$ cat src/rtl/srrc_tx_ctrl_pkg.sv
// tx_pkg: shared types and defaults for the SRRC transmit sequencer.
//   tx_state_e : frame FSM encoding (IDLE, RUN, FLUSH, DONE)
//   sym_t      : one I/Q symbol pair as driven into the two SRRC rails
//   SYM_*      : 2-bit symbol codes (+1, -1, zero-stuff)
package tx_pkg;

  typedef enum logic [1:0] {
    ST_IDLE  = 2'd0,
    ST_RUN   = 2'd1,
    ST_FLUSH = 2'd2,
    ST_DONE  = 2'd3
  } tx_state_e;

  typedef struct packed {
    logic [1:0] i;
    logic [1:0] q;
  } sym_t;

  localparam logic [1:0] SYM_P1   = 2'b01;
  localparam logic [1:0] SYM_M1   = 2'b11;
  localparam logic [1:0] SYM_ZERO = 2'b00;

  localparam int OSF_DEF       = 4;
  localparam int FLUSH_LEN_DEF = 32;
  localparam int SRRC_LAT_DEF  = 1;
  localparam int LEN_W_DEF     = 11;

endpackage

$ cat src/rtl/srrc_tx_ctrl_vld_dly.sv
// srrc_vld_dly: 1-bit delay line of STAGES flops with sync reset.
// Tracks the SRRC filter latency so the sample strobe lines up with Dout.
//   clk, rst : clock, synchronous active-high reset
//   d        : strobe in (srrc_en)
//   q        : strobe delayed by STAGES cycles (out_valid)
module srrc_vld_dly #(
  parameter int STAGES = 1
) (
  input  logic clk,
  input  logic rst,
  input  logic d,
  output logic q
);

  logic [STAGES:1] vld_pipe;

  always_ff @(posedge clk) begin
    if (rst) begin
      vld_pipe <= '0;
    end else begin
      vld_pipe[1] <= d;
      for (int k = 2; k <= STAGES; k++) vld_pipe[k] <= vld_pipe[k-1];
    end
  end

  assign q = vld_pipe[STAGES];

endmodule

$ cat src/rtl/srrc_tx_ctrl.sv
// srrc_tx_ctrl: frame sequencer for the QAM pulse-shaping stage.
// Accepts I/Q symbols on a valid/ready handshake, zero-stuffs each to OSF
// samples, drives en/Din of the I and Q SRRC rails, then flushes FLUSH_LEN
// zeros to drain the filter tail.
//   start/abort/frame_len : frame control (start sampled in IDLE only)
//   s_valid/s_i/s_q/s_ready : symbol stream in
//   srrc_en/srrc_din_i/q  : registered filter drive
//   out_valid             : srrc_en delayed by SRRC_LAT
//   busy/frame_done/underrun : frame status
module srrc_tx_ctrl
  import tx_pkg::*;
#(
  parameter int OSF       = OSF_DEF,
  parameter int FLUSH_LEN = FLUSH_LEN_DEF,
  parameter int SRRC_LAT  = SRRC_LAT_DEF,
  parameter int LEN_W     = LEN_W_DEF
) (
  input  logic             clk,
  input  logic             rst,
  input  logic             start,
  input  logic             abort,
  input  logic [LEN_W-1:0] frame_len,
  input  logic             s_valid,
  input  logic [1:0]       s_i,
  input  logic [1:0]       s_q,
  output logic             s_ready,
  output logic             srrc_en,
  output logic [1:0]       srrc_din_i,
  output logic [1:0]       srrc_din_q,
  output logic             out_valid,
  output logic             busy,
  output logic             frame_done,
  output logic             underrun
);

  localparam int PH_W = (OSF > 1) ? $clog2(OSF) : 1;
  // flush counter also holds FLUSH_LEN for the drain cycle below
  localparam int FL_W = $clog2(FLUSH_LEN + 1);

  tx_state_e        state, state_n;
  logic [PH_W-1:0]  phase, phase_n;
  logic [LEN_W-1:0] sym_cnt, sym_cnt_n;
  logic [LEN_W-1:0] len_q, len_n;
  logic [FL_W-1:0]  flush_cnt, flush_cnt_n;
  logic             en_q, en_n;
  sym_t             din_q, din_n;
  logic             und_q, und_n;

  always_ff @(posedge clk) begin
    if (rst) begin
      state     <= ST_IDLE;
      phase     <= '0;
      sym_cnt   <= '0;
      len_q     <= '0;
      flush_cnt <= '0;
      en_q      <= 1'b0;
      din_q     <= '0;
      und_q     <= 1'b0;
    end else begin
      state     <= state_n;
      phase     <= phase_n;
      sym_cnt   <= sym_cnt_n;
      len_q     <= len_n;
      flush_cnt <= flush_cnt_n;
      en_q      <= en_n;
      din_q     <= din_n;
      und_q     <= und_n;
    end
  end

  always_comb begin
    state_n     = state;
    phase_n     = phase;
    sym_cnt_n   = sym_cnt;
    len_n       = len_q;
    flush_cnt_n = flush_cnt;
    en_n        = 1'b0;
    din_n       = '{i: SYM_ZERO, q: SYM_ZERO};
    und_n       = und_q;
    case (state)
      ST_IDLE: begin
        // abort is ignored here, so start+abort simply starts
        if (start) begin
          len_n       = frame_len;
          und_n       = 1'b0;
          phase_n     = '0;
          sym_cnt_n   = '0;
          flush_cnt_n = '0;
          state_n     = (frame_len == '0) ? ST_DONE : ST_RUN;
        end
      end
      ST_RUN: begin
        if (abort) begin
          state_n = ST_IDLE;
        end else if (phase == '0) begin
          if (s_valid) begin
            en_n    = 1'b1;
            din_n   = '{i: s_i, q: s_q};
            phase_n = PH_W'(1);
          end else begin
            // stall: filter frozen, remember the missed symbol slot
            und_n = 1'b1;
          end
        end else begin
          en_n = 1'b1;
          if (phase == PH_W'(OSF - 1)) begin
            phase_n = '0;
            if (sym_cnt == len_q - 1'b1) begin
              state_n     = ST_FLUSH;
              flush_cnt_n = '0;
            end else begin
              sym_cnt_n = sym_cnt + 1'b1;
            end
          end else begin
            phase_n = phase + 1'b1;
          end
        end
      end
      ST_FLUSH: begin
        if (abort) begin
          state_n = ST_IDLE;
        end else if (flush_cnt == FL_W'(FLUSH_LEN)) begin
          // drain cycle: the last zero is already on the registered drive,
          // so DONE lands on the first cycle with srrc_en low
          state_n = ST_DONE;
        end else begin
          en_n        = 1'b1;
          flush_cnt_n = flush_cnt + 1'b1;
        end
      end
      ST_DONE: state_n = ST_IDLE;
      default: state_n = ST_IDLE;
    endcase
  end

  srrc_vld_dly #(.STAGES(SRRC_LAT)) u_vld_dly (
    .clk (clk),
    .rst (rst),
    .d   (en_q),
    .q   (out_valid)
  );

  assign s_ready    = (state == ST_RUN) && (phase == '0);
  assign srrc_en    = en_q;
  assign srrc_din_i = din_q.i;
  assign srrc_din_q = din_q.q;
  assign busy       = (state != ST_IDLE);
  assign frame_done = (state == ST_DONE);
  assign underrun   = und_q;

endmodule

$ cat config.mk
export PLATFORM = sky130hd
export DESIGN_NAME = srrc_tx_ctrl
export DESIGN_NICKNAME = d
export VERILOG_FILES = /design/src/rtl/srrc_tx_ctrl_pkg.sv /design/src/rtl/srrc_tx_ctrl_vld_dly.sv /design/src/rtl/srrc_tx_ctrl.sv
export SDC_FILE = /design/constraint.sdc
export NUM_CORES = 1
export LEC_CHECK = 0
export ABC_CLOCK_PERIOD_IN_PS = 3200
export CAP_MARGIN = 15
export CELL_PAD_IN_SITES_DETAIL_PLACEMENT = 2
export CELL_PAD_IN_SITES_GLOBAL_PLACEMENT = 2
export CORE_UTILIZATION = 29
export CTS_CLUSTER_SIZE = 12
export DETAILED_ROUTE_END_ITERATION = 8
export PLACE_DENSITY_LB_ADDON = 0.25
export SETUP_SLACK_MARGIN = 0.5
export SLEW_MARGIN = 20
export SYNTH_ARGS = -nofsm -noshare
export SYNTH_HDL_FRONTEND = slang
export SYNTH_SLANG_ARGS = --single-unit
$ cat constraint.sdc
create_clock -name clk -period 3.2 [get_ports clk]
set_input_delay 0.64 -clock clk [delete_from_list [all_inputs] [get_ports clk]]
set_output_delay 0.64 -clock clk [all_outputs]
set_load 0.02 [all_outputs]
Figure 1. Sequential cells colored by netlist name (run 1).
Drawn at 4 px/µm. Other sequential cells in the stronger gray, the rest of the logic in the fainter gray.
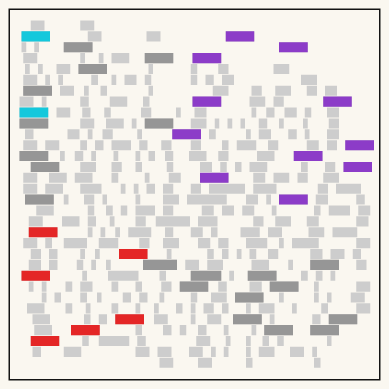
[flush_cnt] red | flops: 6 | where: south-west
[srrc_din_q] cyan | flops: 2
[sym_cnt] purple | flops: 11
not colored: 20
Register Area: 786 µm²
post-layout utilization of the core: 40.4%

Figure 2. Selected gate families (run 1).
Drawn at 4 px/µm.
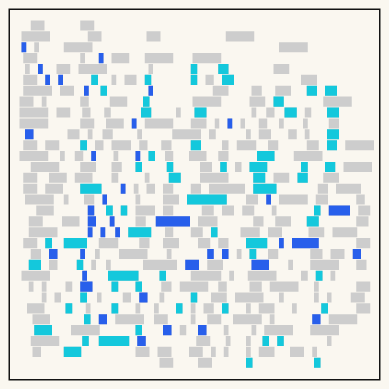
[NOR gates] blue | cells: 40 | most used: nor2_1 | where: spread over the die
[inverting AOI/OAI gates] cyan | cells: 67 | most used: a21oi_1 | where: spread over the die
logic gate fraction of the total cell area: 51.6%
final standard cell count with taps included and fillers excluded: 438
most frequent standard cell in the layout excluding fill and tap cells: nand2_1

Figure 3. Port wiring (run 1).
Drawn at 4 px/µm.
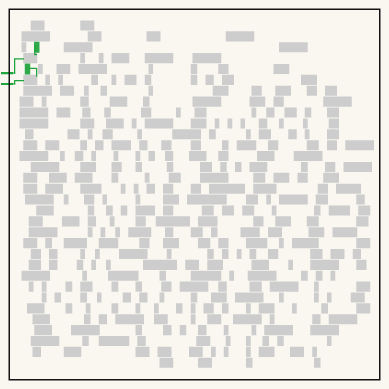
[s_q] green | bits: 2 | direction: input | edge: west | end cells: 2 | buffers: 2 | wire: 17.6 µm
IO Port Bufs: 29
number of primary I/O pins: 30

-- run 1: cell type report --
type	instances	share of cell area, %
tap	102	4.05
clock inverter	1	0.159
sequential	39	24.9
timing repair buffer	49	14.6
multi-input combinational	222	51.6
inverter	18	2.22
clock buffer	7	2.42
-- run 1: final timing paths --
path	start	to	slack, ps	depth (start not counted)
max	len_q[1]	flush_cnt[4]	390	7
min reg2reg	srrc_en	u_vld_dly.q	470	1
max reg2reg	len_q[1]	flush_cnt[4]	390	7
min	srrc_en	u_vld_dly.q	470	1
-- run 1: flip-flops by register name, summed over array words and instances (netlist names) --
name         flops
phase            2
state            2
srrc_din_i       2
srrc_en          1
sym_cnt         11
flush_cnt        6
underrun         1
srrc_din_q       2
len_q           11
u_vld_dly.q      1
-- run 1: kinds of logic (layout without fill, tap and decap cells) --
| kind of cell | Yosys count | count (layout) | synth area share (%) |
|---|---|---|---|
| AND-OR/OR-AND | 73 | 73 | 20.3 |
| XOR/XNOR | 11 | 11 | 4.08 |
| adder cells (fa/ha/maj) | 12 | 12 | 6.35 |
| buffers and inverters | 31 | 75 | 6.62 |
| flip-flops | 39 | 39 | 33.0 |
| multiplexers | 3 | 3 | 1.38 |
| AND/OR/NAND/NOR | 123 | 123 | 28.3 |
-- run 1: metal layers --
layer	wire length [µm]	global-route usage, %	vias to the layer above	share of wire, %
li1	-	-	1127	-
met1	3340	22.3	1160	44
met2	3890	33.9	26	52
met3	199	4.31	7	2.7
met4	84	4.30	0	1.1
met5	0	0	-	0
-- run 1: what timing repair did --
item / CTS / global route
cloned: 0 / 0
gates resized: 20 / 29
setup endpoints to repair: 15 / 19
hold buffers: 0 / 0
buffers inserted: 11 / 0
pin swaps: 18 / 17
==> metrics.sh, run 1 <==
SYNTHDISTINCTLIBCELLS=55
DR.PASS1.ITERS=4
CP_SLOWEST_CELL='or4b_4'
PERIOD_NEEDED_PS=2810
SETUP_REPAIR_AFTER_GLOBAL_ROUTING_MISSED_ITS_MARGIN='true'
CTS_MAX_PATH_BUFFERS=2
FIN_WS_PS=387
TIMING_WORST_SLEW_PIN_VALUE_PS=521
PLACE_AREA_MM2=0.00276
AREA_GROWTH_FROM_SYNTHESIS_TO_LAYOUT_PCT=33.3
DRT-VIAS-PER-INSTANCE=5.30
FMAX_MHz=356
FIN_TNS_SETUP_PS=0
OPENROAD.WARNINGS=36
SYNTH.TOP_CELLS.BY_AREA='dfxtp_1, a21oi_1, ha_1'
SLEW_VIOLATIONS=0
LAYOUT.CELL_AREA.NON_FILLER_MM2=0.00315
WORST_SKEW_PAIR.LATE_LATENCY_PS=300
TOP_CELL_TYPES_BY_OCCURRENCE_AFTER_SYNTHESIS='dfxtp_1, nand2_1, a21oi_1, nor2_1, inv_1'
SYNTH_SEQUENTIAL_AREA_RATIO_PCT=33.0
TRITONCTS.NUM_BUFFERS=5
CRIT_ARRIVAL_PS=3030
FINAL.FILL_COUNT=883
CTS_TREE='done'
NUMCLOCKSINKS=39
SEQ_POWER_SHARE_PCT=43.1
WORSTPATHCELLLIST='or4_4 > or3_4 > a2111oi_4 > nor4b_4 > a41oi_2 > or4b_4 > o31ai_2'
PWR-SHARE-COMB_PCT=29.9
VDD_IR_DROP_MAX_mV=0.153
NETS=367
FP_NETS=324
POWER_CLOCK_mW=0.331
RUN_STATUS='complete, no violations'
==> run 2: changes to the inputs <==
- ABC_AREA: default -> 1
- CORE_UTILIZATION: 29 -> 27
Figure 4. Local utilization (run 2).
Drawn at 3 px/µm. 10 x 10 tiles, from dark purple (low) to yellow (high), 0 to 100% covered.
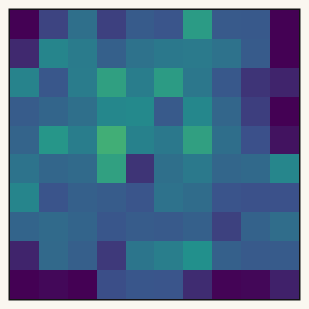
nearly empty tiles: 8.0%
mean over tiles: 30%
fullest tile: 63%
post-layout utilization of the core: 33.8%
Pre-Place Util: 27.7%

==> run 2 against run 1 <==
Clock power grew about 30%. Worst setup slack gained 320 ps. Flip-flop count is the same. Largest cell class unchanged. Core utilization shrank 6.5 points. Maximum frequency grew 13%. Clock skew grew 2.9 ps.
==> metrics.sh, run 2 <==
POST_SYNTH_MUX_AREA_SHARE_PCT=0
NETS=425
CTS_REPAIR_RESIZE_COUNT=0
SYNTH.CELLMIX.ADDERSHARE_PCT=6.25
NUMBER_OF_PRIMARY_I_O_PINS=30
FINAL.FILL_COUNT=1090
YS_SH_SIMPLE_PCT=35.7
AREA.SEQUENTIAL_UM2=781
FMAX_MHz=401
VDD_IR_DROP_MAX_mV=0.312
FINAL-INSTANCE-COUNT-EXCL-FILL=502
SETUP_REPAIR_AFTER_GLOBAL_ROUTING_MISSED_ITS_MARGIN='false'
OPENROAD.WARNINGS=33
CTS_TREE='done'
DR.PASS1.ITERS=4
CTS_HOLD_REPAIR.BUFFERS=0
REGISTERS_WITH_THE_MOST_FLIP_FLOPS='len_q (11), sym_cnt (11), flush_cnt (6)'
LAYOUT_TOP_CELL='nand2_1'
TRITONCTS.NUM_BUFFERS=5
YOSYS.AREA_SHARE.XOR_XNOR_PCT=4.74
CTS_POST_SETUP_BUFFERS_INSERTED=0
SYNTH_SEQUENTIAL_AREA_RATIO_PCT=32.5
WORST_SKEW_PAIR.LATE_LATENCY_PS=300
SYNTH.TOP_CELLS.BY_AREA='dfxtp_1, nand2_1, nor2_1'
FIN_TNS_SETUP_PS=0
TIMING_WORST_SLEW_PIN_VALUE_PS=609
CP_SLOWEST_CELL='clkdlybuf4s50_1'
RUN_STATUS='complete, no violations'
PERIOD_NEEDED_PS=2490
PORTBUFFERS=29
YOSYS-DOMINANT-COMB-FAMILY='simple AND/OR/NAND/NOR gates'
AREA_GROWTH_FROM_SYNTHESIS_TO_LAYOUT_PCT=22.1
## run 2: cell count changes in the layout (fill, tap and decap cells not counted), sizes merged, moves of 7 or more
cell / before / now
nand4: 2 / 9
or4: 10 / 0
nand2: 38 / 83
buf: 20 / 3
nand3: 9 / 30
inv: 18 / 44
nor2: 21 / 55
o31ai: 12 / 0
nand2b: 7 / 0
## run 2: worst max-delay path: cells and delay by family (launching register included)
family | cells | cell delay [ps]
adder cells (fa/ha/maj) | 1 | 350
buffers and inverters | 2 | 690
flip-flops | 1 | 430
AND/OR/NAND/NOR | 1 | 90
## run 2: stage by stage
step	cell area [µm²]	power [mW]	util, %	worst slack, ps	hold slack [ps]
after detailed placement	2810	1.69	32.4	538	435
after global placement	2810	1.65	32.4	654	419
after CTS	2930	2.14	33.7	581	449
after floorplan	2400	1.35	-	1190	457
after global routing	2930	2.28	33.8	601	463
final	2930	2.10	33.8	707	440
## run 2: cell type report
type,instances,share of cell area [%]
multi-input combinational,271,48.7
sequential,39,26.6
timing repair buffer,32,10.7
inverter,44,5.63
tap,108,4.61
clock buffer,5,2.35
clock inverter,3,1.49
## run 2: worst paths after layout
check	startpoint	to	slack [ps]	depth (start not counted)
worst max-delay path	state[0]	s_ready	710	4
worst min-delay path	srrc_en	u_vld_dly.q	440	2
worst min register to register	srrc_en	u_vld_dly.q	440	2
worst max register to register	len_q[0]	sym_cnt[10]	820	15
## run 2: routing by layer
metal	vias up	GRT usage [%]	share of wire (%)	wire, µm
li1	1232	-	-	-
met1	1185	22.7	48	3730
met2	22	32.2	49	3790
met3	6	2.84	1.8	139
met4	0	4.90	0.79	61
met5	-	0	0	0
## run 2: power breakdown
part	switching [mW]	leakage, nW	internal (mW)	total, mW
clock network	0.197	0.0581	0.233	0.430
registers	0.0719	0.318	0.556	0.628
logic	0.700	0.766	0.345	1.04
Power is estimated from default activity; no workload was simulated.
